Run 1, placed standard cells:
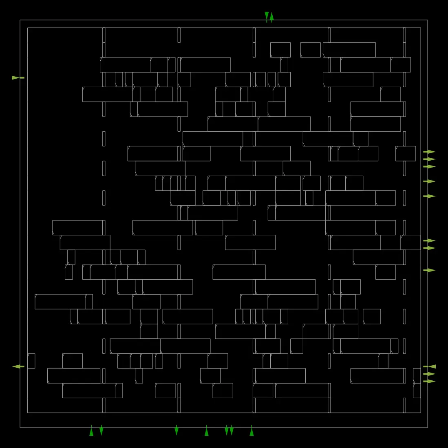
Run 1, wiring by layer:
Scale bar: 20 um. Two of the layers only.
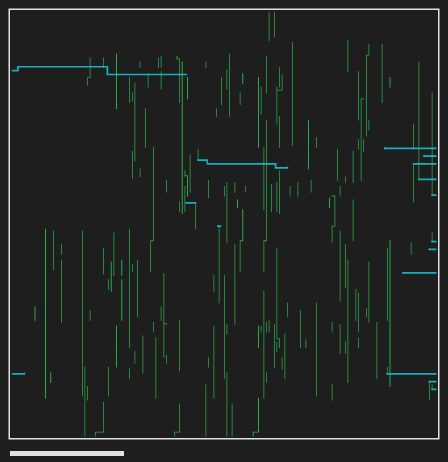
Run 1, cell classes on the final placement:
Fill, decap, tap and diode cells in gray.
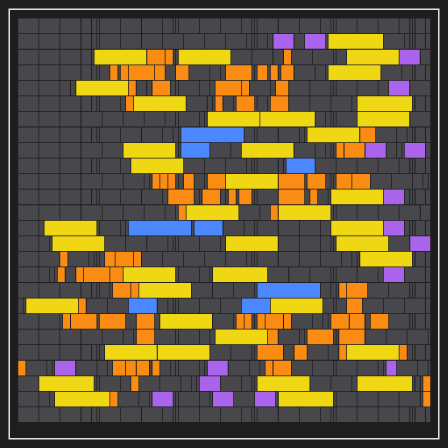
==> config.mk <==
export PLATFORM = sky130hd
export DESIGN_NAME = button_bank
export DESIGN_NICKNAME = d
export VERILOG_FILES = /design/src/rtl/button_bank.sv
export SDC_FILE = /design/constraint.sdc
export NUM_CORES = 1
export LEC_CHECK = 0
export CELL_PAD_IN_SITES_DETAIL_PLACEMENT = 0
export CELL_PAD_IN_SITES_GLOBAL_PLACEMENT = 1
export CORE_UTILIZATION = 30
export DETAILED_ROUTE_END_ITERATION = 10
export PLACE_DENSITY_LB_ADDON = 0.1
export SKIP_LAST_GASP = 1
export SYNTH_ARGS = -nofsm -noshare
export SYNTH_HDL_FRONTEND = slang
export SYNTH_SLANG_ARGS = --single-unit
export TNS_END_PERCENT = 20
==> constraint.sdc <==
create_clock -name i_clk -period 2.4 [get_ports i_clk]
set_input_delay 0.48 -clock i_clk [delete_from_list [all_inputs] [get_ports i_clk]]
set_output_delay 0.48 -clock i_clk [all_outputs]
set_load 0.005 [all_outputs]
==> src/rtl/button_bank.sv <==
// Bank of N active-low push buttons: two-flop sync, debounce, press/release pulses.
// Optional auto-repeat pulses while held are built when BUTTON_REPEAT_EN is defined.
module button_bank #(
  parameter int N               = 4,
  parameter int DEBOUNCE_CYCLES = 16,
  parameter int REPEAT_DELAY    = 500,
  parameter int REPEAT_PERIOD   = 100
) (
  input  logic         i_clk,
  input  logic         i_rst_n,
  input  logic [N-1:0] i_key,
  output logic [N-1:0] o_pressed,
  output logic [N-1:0] o_press,
  output logic [N-1:0] o_release,
  output logic [N-1:0] o_repeat
);

  localparam int CW = $clog2(DEBOUNCE_CYCLES) + 1;
  localparam logic [CW-1:0] CNT_LAST = CW'(DEBOUNCE_CYCLES - 1);

  if (N < 1 || DEBOUNCE_CYCLES < 1 || REPEAT_DELAY < 1 || REPEAT_PERIOD < 1) begin : g_badConfig
    $error("button_bank: all parameters must be at least 1");
  end

  logic [N-1:0]         r_sync1;
  logic [N-1:0]         r_sync2;
  logic [N-1:0][CW-1:0] r_cnt;
  logic [N-1:0]         w_raw;
  logic [N-1:0]         w_accept;

  assign w_raw = ~r_sync2;

  // Synchroniser idles at the released level so reset never looks like a press.
  always_ff @(posedge i_clk or negedge i_rst_n) begin
    if (!i_rst_n) begin
      r_sync1 <= '1;
      r_sync2 <= '1;
    end else begin
      r_sync1 <= i_key;
      r_sync2 <= r_sync1;
    end
  end

  always_comb begin
    w_accept = '0;
    for (int i = 0; i < N; i++) begin
      w_accept[i] = (w_raw[i] != o_pressed[i]) && (r_cnt[i] == CNT_LAST);
    end
  end

  always_ff @(posedge i_clk or negedge i_rst_n) begin
    if (!i_rst_n) begin
      r_cnt     <= '0;
      o_pressed <= '0;
      o_press   <= '0;
      o_release <= '0;
    end else begin
      for (int i = 0; i < N; i++) begin
        o_press[i]   <= w_accept[i] & w_raw[i];
        o_release[i] <= w_accept[i] & ~w_raw[i];
        if (w_accept[i]) begin
          o_pressed[i] <= w_raw[i];
        end
        // Any cycle where raw matches the held level restarts the count.
        if ((w_raw[i] == o_pressed[i]) || w_accept[i]) begin
          r_cnt[i] <= '0;
        end else begin
          r_cnt[i] <= r_cnt[i] + 1'b1;
        end
      end
    end
  end

`ifdef BUTTON_REPEAT_EN
  localparam int RMAX = (REPEAT_DELAY > REPEAT_PERIOD) ? REPEAT_DELAY : REPEAT_PERIOD;
  localparam int RW   = $clog2(RMAX) + 1;
  localparam logic [RW-1:0] DELAY_LAST  = RW'(REPEAT_DELAY - 1);
  localparam logic [RW-1:0] PERIOD_LAST = RW'(REPEAT_PERIOD - 1);

  logic [N-1:0][RW-1:0] r_rc;
  logic [N-1:0]         r_periodic;

  // First interval uses the long delay, later ones the shorter period.
  always_ff @(posedge i_clk or negedge i_rst_n) begin
    if (!i_rst_n) begin
      r_rc       <= '0;
      r_periodic <= '0;
      o_repeat   <= '0;
    end else begin
      for (int i = 0; i < N; i++) begin
        o_repeat[i] <= 1'b0;
        if (!o_pressed[i] || w_accept[i]) begin
          r_rc[i]       <= '0;
          r_periodic[i] <= 1'b0;
        end else if (r_rc[i] == (r_periodic[i] ? PERIOD_LAST : DELAY_LAST)) begin
          o_repeat[i]   <= 1'b1;
          r_rc[i]       <= '0;
          r_periodic[i] <= 1'b1;
        end else begin
          r_rc[i] <= r_rc[i] + 1'b1;
        end
      end
    end
  end
`else
  assign o_repeat = '0;
`endif

endmodule

==> run summary, run 1 <==
run results: status completed, Worst Setup SP o_pressed[3]$_DFFE_PN0P_, largest net degree at the start of global routing 41, final worst-path cycle share 0.716, fraction of area in non-clock buffers 0.0832, Worst Setup EP o_pressed[3], Final TNS setup 0 ns, Internal Pwr Total 1250 uW, Sw Pwr 279 uW, Syn. warnings 0, area fraction in compound gates 0.00628, Yosys reg bits 40, Adder-Cell Fraction of Synth Area 0.0943, CTS tree done, Worst path max stage delay 0.53 ns, all-layer global routing usage 0.0956, n_diodes 0, Tool Warnings 30, cell taking the most area after synthesis dfrtp_1, final total power 1530 uW, DR top layer met4, Tightest Pin Transition 0.867 ns, CP max-delay cell clkdlybuf4s50_1, Max Clock Freq 0.582 GHz, RR Endpoint r_cnt[0]$_DFF_PN0_, mux frac, synth 0.0126, CP max FO 5, vias in the first global route 852, top cells by count, synth 32 x dfrtp_1, 22 x nor2_1, 12 x ha_1, 12 x inv_1, Pleak 0.000926 uW, HP Class in2async, Inst Count DP 213, Reg area 1010 um^2, Peak VDD IR 0.000299 V, reg2reg setup slack 1.01 ns, total CTS buffers 5, placed standard-cell area 1830 um^2, Mean Syn Cell Area 12.5 um^2, ys async rst share 1.00, P_seq 718 uW, max_cap viols 0, grt met3 use 0.0361, Seq share, synth 0.635, clock network power 749 uW, Most flops, register r_cnt, Final Max Slew Viols 0, chip width 74.9 um, clock share of power 0.490, Area Overhead vs Synth 24.7%, gr busiest metal met2, initial drt markers 28, DIE HEIGHT 74.9 um, drt via density 3.78, Primary FF master, synth dfrtp_1, PwrDens 769 nW/um^2, Site Rows 26, Crit Path Class reg2out, GRT overflow 0, yosys cell count 127, first-pass GRT wire length 3.86 mm, chip footprint 5600 um^2, CTS Hold Bufs 0, r2r worst-path depth 5, critical path cell sequence clkdlybuf4s50_1, dpl ws 0.996 ns, Starting Density 0.312, core area 5110 um^2, DRC 0, met2 wire length 1.05 mm, final setup fails 0, synthesized area 1590 um^2, max FFs per register 20, crit path DRT 1.92 ns, Top cell area share 0.503, CLK BUF 5, yosys synthesis chip area 1590 um^2, Antenna Violating Nets Remaining 0, RSZ-0062 raised after global routing no, Post-synth EDFFs 0, Post-Syn Instances 127, Worst-path clk slew 0.08 ns, CTS Root Cell clkbuf_8, clk_lat worst skew 0.28 ns, Top power group clock, most frequent cells in the layout 32 x dfrtp_1, 22 x nor2_1, 16 x clkdlybuf4s50_1, 12 x inv_1, 12 x ha_1, crit path capture type output pin, xor/xnor share 0.0660, clock sinks 40, CP startpoint kind flip-flop, Post-DP HPWL 1.53 mm, Pre-antenna DRT Iters 2, fin cells 221, post-CTS setup buffers 0, WP data arrival 1.24 ns, launching point of the worst reg2reg path r_cnt[0]$_DFF_PN0_, initial antenna violation count 0, met2 Use GR 0.154, Yosys top cell by instances dfrtp_1, final tally of hold violations 0
Back to the opening pictures, 'placed standard cells':
final core utilization: 0.389
seq_cells: 40
number of fill cells: 498
Taps Inserted: 70

Back to the opening pictures, 'wiring by layer':
[metal 3] cyan | wire length: 89.3 um
[metal 2] green | wire length: 1050 um
WL/cell: 9.81 um
DRT Wirelength: 2.17 mm
Vias: 836

Back to the opening pictures, 'cell classes on the final placement':
[sequential cells] yellow | cells: 40
[remaining buffers and delay cells] purple | cells: 17
[combinational and other logic] orange | cells: 86
[clock drivers and dummy loads] blue | cells: 8

--- run 2 (diff from run 1) ---
- clock period: 2.4 -> 1.6 ns (I/O delays scaled with it)
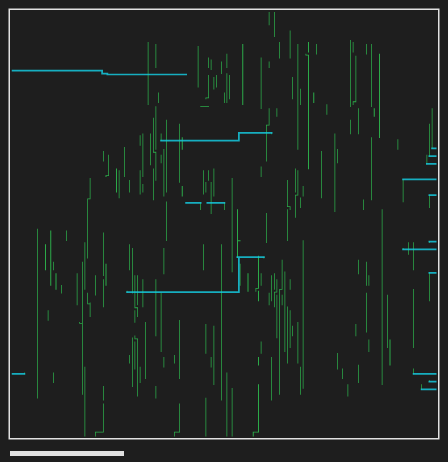
Run 2: wiring by layer
Scale bar: 20 um. Two of the layers only.
[metal 3] cyan | wire length: 115 um
[metal 2] green | wire length: 1050 um
all-layer global routing usage: 0.101
Vias: 884
WL/cell: 9.83 um
DRT Wirelength: 2.21 mm

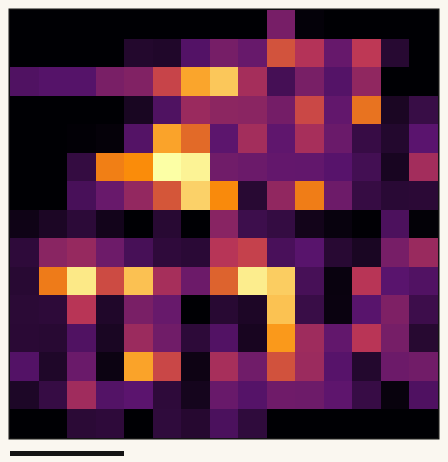
Run 2: wiring heat map
Scale bar: 20 um. 15 x 15 tiles, from black (low) to pale yellow (high), scaled to the fullest tile. Values are wire area over tile area, all layers added.
mean over tiles: 0.063
emptiest ninth of the die: top left
tiles over half the peak: 13%
nearly empty tiles: 21%

==> run 2 against run 1 <==
  * Wire length increased by 2.1%
  * Highest routed layer unchanged
  * Design area down 1.6%
  * Core utilization fell by 0.64 points
  * Largest power group is now sequential cells
  * Total power up 18%
  * Sequential share of layout area rose by 0.85 points
  * First-iteration DRC count grew 7.1%
  * Setup slack lost 0.64 ns
  * Worst hold slack gained 0.052 ns
  * Global-route usage increased by 0.52 points
  * Largest cell class unchanged
  * Synthesized cell count unchanged
  * Sequential power rose by about 50%
  * Via count grew 5.7%
==> run summary, run 2 <==
run results: status completed, yosys cell count 127, Most flops, register r_cnt, Final Max Slew Viols 0, Syn. warnings 0, P_seq 1080 uW, WP data arrival 1.24 ns, Post-Syn Instances 127, crit path capture type output pin, met2 wire length 1.05 mm, Worst Setup EP o_pressed[0], Post-DP HPWL 1.58 mm, Max Clock Freq 0.643 GHz, Starting Density 0.312, CTS Hold Bufs 1, mux frac, synth 0.0126, Worst path max stage delay 0.53 ns, critical path cell sequence clkdlybuf4s50_1, first-pass GRT wire length 4.06 mm, CTS Root Cell clkbuf_8, reg2reg setup slack 0.20 ns, Adder-Cell Fraction of Synth Area 0.0943, area fraction in compound gates 0.00628, Pleak 0.000914 uW, largest net degree at the start of global routing 24, Antenna Violating Nets Remaining 0, number of fill cells 504, crit path DRT 1.28 ns, grt met3 use 0.0442, max FFs per register 20, chip width 74.9 um, HP Class reg2reg, dpl ws 0.209 ns, xor/xnor share 0.0660, DRC 0, Reg area 1010 um^2, Inst Count DP 214, Top power group sequential cells, RSZ-0062 raised after global routing yes, Crit Path Class reg2out, synthesized area 1590 um^2, CP max FO 5, Worst-path clk slew 0.08 ns, CTS tree done, most frequent cells in the layout 32 x dfrtp_1, 22 x nor2_1, 16 x clkdlybuf4s50_1, 12 x inv_1, 12 x ha_1, yosys synthesis chip area 1590 um^2, Worst Setup SP o_pressed[0]$_DFFE_PN0P_, met2 Use GR 0.154, chip footprint 5600 um^2, final setup fails 0, clock sinks 40, Area Overhead vs Synth 22.6%, launching point of the worst reg2reg path r_cnt[5]$_DFF_PN0_, Site Rows 26, PwrDens 926 nW/um^2, Post-synth EDFFs 0, seq_cells 40, Yosys reg bits 40, r2r worst-path depth 5, core area 5110 um^2, final core utilization 0.382, placed standard-cell area 1850 um^2, fin cells 225, Final TNS setup 0 ns, Taps Inserted 70, post-CTS setup buffers 1, Seq share, synth 0.635, DR top layer met4, gr busiest metal met2, Pre-antenna DRT Iters 4
No activity file was given, so power comes from the tool's default toggle rates.
